## src/rtl/awgn_pkg.sv

```systemverilog
// Shared constants for the AWGN generator datapath.
// Holds the widths, the zero-input count and the step lists for the normalizer stages.
package awgn_pkg;

    localparam int DATA_W    = 48;
    localparam int CNT_W     = 6;
    localparam int STEP_W    = 8;
    localparam int NUM_STEPS = 3;

    localparam logic [CNT_W-1:0] ZERO_CNT = 6'd48;

    // Step lists are packed with the first step applied in the most significant field
    localparam logic [NUM_STEPS*STEP_W-1:0] COARSE_STEPS = {8'd32, 8'd16, 8'd8};
    localparam logic [NUM_STEPS*STEP_W-1:0] FINE_STEPS   = {8'd4, 8'd2, 8'd1};

endpackage

```

## src/rtl/norm_stage_left.sv

```systemverilog
// Combinational slice of the left normalizer: applies a list of conditional left shifts.
// Each step shifts only when the top 'step' bits of the running word are all zero.
module norm_stage_left
    import awgn_pkg::*;
#(
    parameter int                      NUM   = NUM_STEPS,
    parameter logic [NUM*STEP_W-1:0]   STEPS = COARSE_STEPS
) (
    input  logic [DATA_W-1:0] word,
    input  logic [CNT_W-1:0]  count,
    output logic [DATA_W-1:0] norm_word,
    output logic [CNT_W-1:0]  norm_count
);

    always_comb begin
        norm_word  = word;
        norm_count = count;
        for (int i = 0; i < NUM; i++) begin
            if ((norm_word >> (DATA_W - int'(STEPS[(NUM-1-i)*STEP_W +: STEP_W]))) == '0) begin
                norm_word  = norm_word << STEPS[(NUM-1-i)*STEP_W +: STEP_W];
                norm_count = norm_count + CNT_W'(STEPS[(NUM-1-i)*STEP_W +: STEP_W]);
            end
        end
    end

endmodule

```

## src/rtl/normalizer_48_left.sv

```systemverilog
// Two-stage pipelined 48-bit left normalizer with valid/ready on both sides.
// Stage 1 does the 32/16/8 coarse shifts, stage 2 the 4/2/1 fine shifts into the outputs.
module normalizer_48_left
    import awgn_pkg::*;
(
    input  logic              clk,
    input  logic              rst_n,
    input  logic              in_valid,
    output logic              in_ready,
    input  logic [DATA_W-1:0] num,
    output logic              out_valid,
    input  logic              out_ready,
    output logic [DATA_W-1:0] shifted,
    output logic [CNT_W-1:0]  shift_count,
    output logic              is_zero
);

    logic              s1_valid;
    logic              s1_ready;
    logic              s2_ready;
    logic [DATA_W-1:0] s1_word;
    logic [CNT_W-1:0]  s1_count;
    logic              s1_zero;
    logic [DATA_W-1:0] coarse_word;
    logic [CNT_W-1:0]  coarse_count;
    logic [DATA_W-1:0] fine_word;
    logic [CNT_W-1:0]  fine_count;

    norm_stage_left #(
        .NUM   (NUM_STEPS),
        .STEPS (COARSE_STEPS)
    ) u_coarse (
        .word       (num),
        .count      ('0),
        .norm_word  (coarse_word),
        .norm_count (coarse_count)
    );

    norm_stage_left #(
        .NUM   (NUM_STEPS),
        .STEPS (FINE_STEPS)
    ) u_fine (
        .word       (s1_word),
        .count      (s1_count),
        .norm_word  (fine_word),
        .norm_count (fine_count)
    );

    // A stage may load when it is empty or its contents move on this same cycle
    assign s2_ready = !out_valid || out_ready;
    assign s1_ready = !s1_valid || s2_ready;
    assign in_ready = s1_ready;

    always_ff @(posedge clk or negedge rst_n) begin
        if (!rst_n) begin
            s1_valid <= 1'b0;
        end else if (s1_ready) begin
            s1_valid <= in_valid;
        end
    end

    always_ff @(posedge clk) begin
        if (in_valid && s1_ready) begin
            s1_word  <= coarse_word;
            s1_count <= coarse_count;
            s1_zero  <= (num == '0);
        end
    end

    // The fine stage of an all-zero word would report 63, so the zero flag forces 48
    always_ff @(posedge clk or negedge rst_n) begin
        if (!rst_n) begin
            out_valid   <= 1'b0;
            shifted     <= '0;
            shift_count <= '0;
            is_zero     <= 1'b0;
        end else if (s2_ready) begin
            out_valid <= s1_valid;
            if (s1_valid) begin
                shifted     <= s1_zero ? '0 : fine_word;
                shift_count <= s1_zero ? ZERO_CNT : fine_count;
                is_zero     <= s1_zero;
            end
        end
    end

endmodule

```

## config.mk

```make
export PLATFORM = sky130hd
export DESIGN_NAME = normalizer_48_left
export DESIGN_NICKNAME = d
export VERILOG_FILES = /design/src/rtl/awgn_pkg.sv /design/src/rtl/norm_stage_left.sv /design/src/rtl/normalizer_48_left.sv
export SDC_FILE = /design/constraint.sdc
export NUM_CORES = 1
export LEC_CHECK = 0
export CAP_MARGIN = 20
export CORE_ASPECT_RATIO = 0.9
export CORE_MARGIN = 5
export CORE_UTILIZATION = 45
export CTS_BUF_LIST = sky130_fd_sc_hd__clkbuf_16
export DETAILED_ROUTE_END_ITERATION = 10
export PLACE_DENSITY = 0.7
export SETUP_SLACK_MARGIN = 0.02
export SYNTH_ARGS = -nofsm -noshare
export SYNTH_HDL_FRONTEND = slang
export SYNTH_SLANG_ARGS = --single-unit
```

## constraint.sdc

```tcl
create_clock -name clk -period 3.5 [get_ports clk]
set_input_delay 0.7 -clock clk [delete_from_list [all_inputs] [get_ports clk]]
set_output_delay 0.7 -clock clk [all_outputs]
set_load 0.01 [all_outputs]
```

==> flow_summary_export.csv, run 1 <==
group,metric,value,unit
logic_synthesis,syn-cell-area,0.00638,mm2
logic_synthesis,yosysSeqAreaShare,0.468,
worst_setup_path,max_stage_delay,0.52,ns
cells_and_area,top_regs,"s1_word: 48 flops, shifted: 48 flops, shift_count: 6 flops",
logic_synthesis,syn_area_per_cell,10.6,um2
job,warning_count,26,
clocking,clock-sinks,109,
sta,timing.hold.ws,0.248,ns
clocking,cts_resized,0,
drt,drt_iter0_drc,411,
die,die_h,123,um
logic_synthesis,most_common_cell,"mux2i_1",
logic_synthesis,yosysWarnings,0,
cells_and_area,fillers,1208,
drt,detail-route-antenna-nets,0,
placed_design,hpwlAfterDp,14100,um
cells_and_area,drive_gt1_frac,0.123,
job,maxCapViolations,0,
sta,final.min_clock_period,3.15,ns
pwr,leakage,0.00321,uW
sta,clock.fmax,317,MHz
cells_and_area,dominant_cells,"combinational gates",
clocking,root_buffer,"clkbuf_16",
pwr,ir_drop,0.000270,V
logic_synthesis,ys_sh_simple,0.122,
worst_setup_path,critPathCapture,"s1_word[40]$_DFFE_PP_",
logic_synthesis,synth.distinct_cells,49,
drt,wl_met2,7780,um
pwr,pwr-share-clk,0.286,
clocking,clk_latency,0.34,ns
pwr,pg_comb,845,uW
logic_synthesis,top_area_frac,0.245,
placed_design,gp_congestion,0.947,
global_route,grt_pass1_vias,5237,
sta,setup_viol,0,
pwr,p_int,2480,uW
pwr,power_switching_share,0.275,
pwr,p_per_area,420,mW/mm2
worst_setup_path,critical_path.cell_chain,"clkdlybuf4s50_1, nor4_1, nand4_2, o21a_1, o21ai_4, inv_4, a221oi_1, o21ai_0",
cells_and_area,seq_share,0.367,
worst_setup_path,crit_start,"num[37]",
drt,drt_pre_antenna_iters,5,
worst_setup_path,cp_data_arrival_time,3.21,ns
logic_synthesis,fa_ha_area_frac,0,
pwr,powerClk,977,uW
pwr,p_seq_frac,0.467,
cells_and_area,inverters_excl_clock,2,
logic_synthesis,logic_family,"multiplexers",
drt,drc,0,
die,coreArea,0.0140,mm2
worst_setup_path,ff2ff_path_depth,6,
sta,finClkSkew,0.0104,ns
sta,period_used_share,0.900,
clocking,h-tree-depth,3,
clocking,numCtsBuffers,9,
cells_and_area,clkCellAreaFrac,0.0349,
outcome,outcome,"completed",
worst_setup_path,worstSetupPathDepth,8,
worst_setup_path,critPathRequiredTime,3.56,ns
global_route,antenna_found_initial,0,
logic_synthesis,common_cells,"135 x mux2i_1, 81 x nand2_1, 60 x o21ai_0, 57 x dfrtp_1, 52 x edfxtp_1",
sta,slew_viol_final,0,
pwr,maxPowerGroup,"sequential cells",
clocking,cts_hold_buf,0,
die,design.die.area,0.0167,mm2
sta,rsz0062_at_grt,"no",
cells_and_area,buf_share,0.176,
drt,wl,17800,um
clocking,clkTransAtPathRegs,0.07,ns
drt,vias,5182,
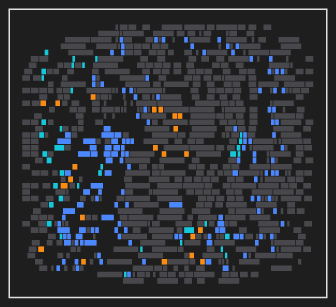
**Above:** run 1 (gate families picked out).
[cyan] nor cells | cells: 36 | where: widely spread
[orange] and/or cells | cells: 22
[blue] aoi and oai cells | cells: 137 | where: widely spread
most frequent logic cell in the layout: mux2i_1
Comb area share: 0.391
Finished Layout Cells: 922

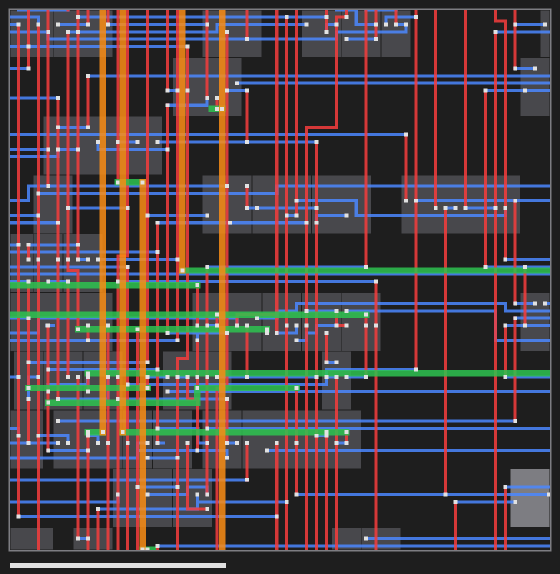
**Above:** run 1 (zoomed window).
The bar under the picture is 10 um long. Region (21, 18) to (46, 43) um. Cells in gray, sequential cells in the stronger gray; small squares are vias.
[green] metal 3
[orange] metal 4
[blue] metal 1
[red] metal 2
sequential cells in the window: 0
cells with their middle in the window: 36
most frequent: a21oi_1 (9), buf_4 (6)

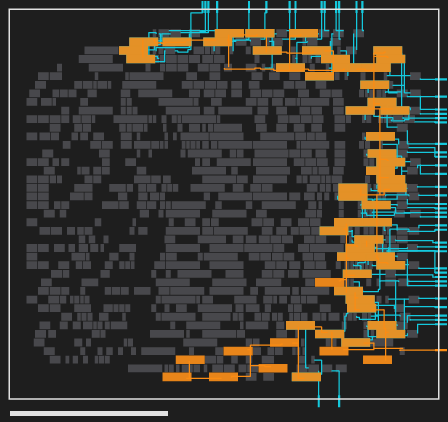
**Above:** run 1 (I/O nets highlighted).
The bar under the picture is 50 um long.
[cyan] shifted | bits: 48 | direction: output | end cells: 48 | buffers: 48 | wire: 1210 um
[orange] rst_n | bits: 1 | direction: input | end cells: 57 | buffers: 3 | wire: 425 um
num ports: 109
PortBufs: 108

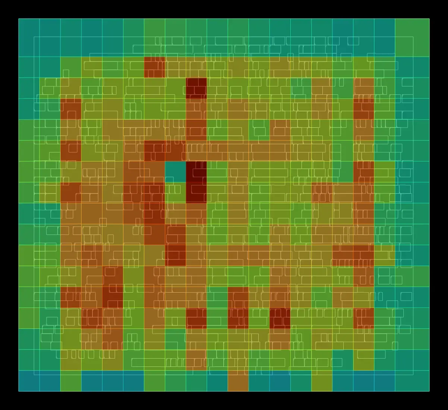
**Above:** run 1 (routing congestion).
GRT met2 Usage: 0.329
WL per Instance: 19.3 um
met3 Use GR: 0.0354
Layout Utilization: 0.583
All-Layer GR Usage: 0.217

==> run 2: changes to the inputs <==
--- a/config.mk
+++ b/config.mk
@@ -5,7 +5,6 @@
 export SDC_FILE = /design/constraint.sdc
 export NUM_CORES = 1
 export LEC_CHECK = 0
-export CAP_MARGIN = 20
 export CORE_ASPECT_RATIO = 0.9
 export CORE_MARGIN = 5
 export CORE_UTILIZATION = 45
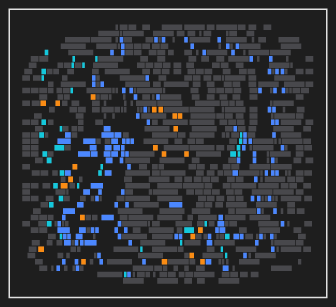
**Above:** run 2 (gate families picked out).
[cyan] nor cells | cells: 36 | where: widely spread
[blue] aoi and oai cells | cells: 137 | where: widely spread
[orange] and/or cells | cells: 22
Finished Layout Cells: 921
Comb area share: 0.392

==> run 2 against run 1 <==
  * Final cell count is 0.11% lower
  * Sequential power is essentially flat
  * Global-route usage unchanged
  * Clock power is essentially flat
  * Routed wire length about the same
  * Hold slack better by 0.23 ns
  * Synthesized area stayed put
  * Non-clock buffer count fell by 1
  * Critical path type unchanged
  * Highest routed layer unchanged
==> flow_summary_export.csv, run 2 <==
group,metric,value,unit
outcome,outcome,"completed",
clocking,clk_latency,0.34,ns
die,coreArea,0.0140,mm2
logic_synthesis,syn_area_per_cell,10.6,um2
pwr,pwr-share-clk,0.286,
cells_and_area,inverters_excl_clock,2,
global_route,antenna_found_initial,0,
sta,final.min_clock_period,3.17,ns
global_route,grt_pass1_vias,5237,
clocking,cts_hold_buf,0,
worst_setup_path,cp_data_arrival_time,3.23,ns
drt,drt_iter0_drc,447,
pwr,leakage,0.00320,uW
logic_synthesis,fa_ha_area_frac,0,
sta,finClkSkew,0.00984,ns
global_route,use_met2,0.329,
logic_synthesis,most_common_cell,"mux2i_1",
die,design.die.area,0.0167,mm2
cells_and_area,dominant_cells,"combinational gates",
job,warning_count,26,
drt,drt_pre_antenna_iters,5,
pwr,p_seq_frac,0.467,
worst_setup_path,max_stage_delay,0.53,ns
worst_setup_path,critical_path.cell_chain,"clkdlybuf4s50_1, nor4_1, nand4_2, o21a_1, o21ai_4, inv_4, a221oi_1, o21ai_0",
pwr,power_switching_share,0.276,
sta,setup_viol,0,
worst_setup_path,crit_start,"num[37]",
logic_synthesis,syn-cell-area,0.00638,mm2
cells_and_area,drive_gt1_frac,0.122,
sta,clock.fmax,316,MHz
logic_synthesis,yosysSeqAreaShare,0.468,
logic_synthesis,top_area_frac,0.245,
cells_and_area,final_common_cell,"mux2i_1",
pwr,p_per_area,421,mW/mm2
clocking,clkTransAtPathRegs,0.07,ns
drt,wl,17800,um
sta,period_used_share,0.905,
sta,timing.hold.ws,0.479,ns
clocking,numCtsBuffers,9,
drt,wl_met1,8590,um
sta,slew_viol_final,0,
global_route,grt_use_met3,0.0354,
worst_setup_path,worstSetupPathDepth,8,
drt,vias,5155,
pwr,maxPowerGroup,"sequential cells",
cells_and_area,ff_count,109,
drt,wl_met2,7750,um
placed_design,gp_congestion,0.947,
clocking,cts_resized,0,
worst_setup_path,ff2ff_path_depth,6,
drt,detail-route-antenna-nets,0,
placed_design,hpwlAfterDp,14100,um
logic_synthesis,logic_family,"multiplexers",
cells_and_area,clkCellAreaFrac,0.0350,
worst_setup_path,critPathRequiredTime,3.56,ns
placed_design,place_area,0.00783,mm2
logic_synthesis,yosysWarnings,0,
cells_and_area,seq_share,0.368,
drt,drc,0,
clocking,h-tree-depth,3,
logic_synthesis,common_cells,"135 x mux2i_1, 81 x nand2_1, 60 x o21ai_0, 57 x dfrtp_1, 52 x edfxtp_1",
job,maxCapViolations,0,
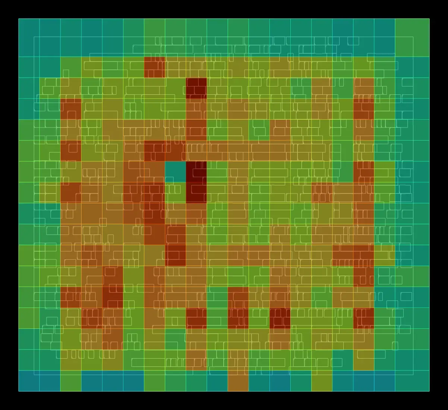
**Above:** run 2 (routing congestion).
Layout Utilization: 0.582
WL per Instance: 19.3 um
met1 usage: 0.318
global route hottest layer: met2

Power is estimated from default activity; no workload was simulated.
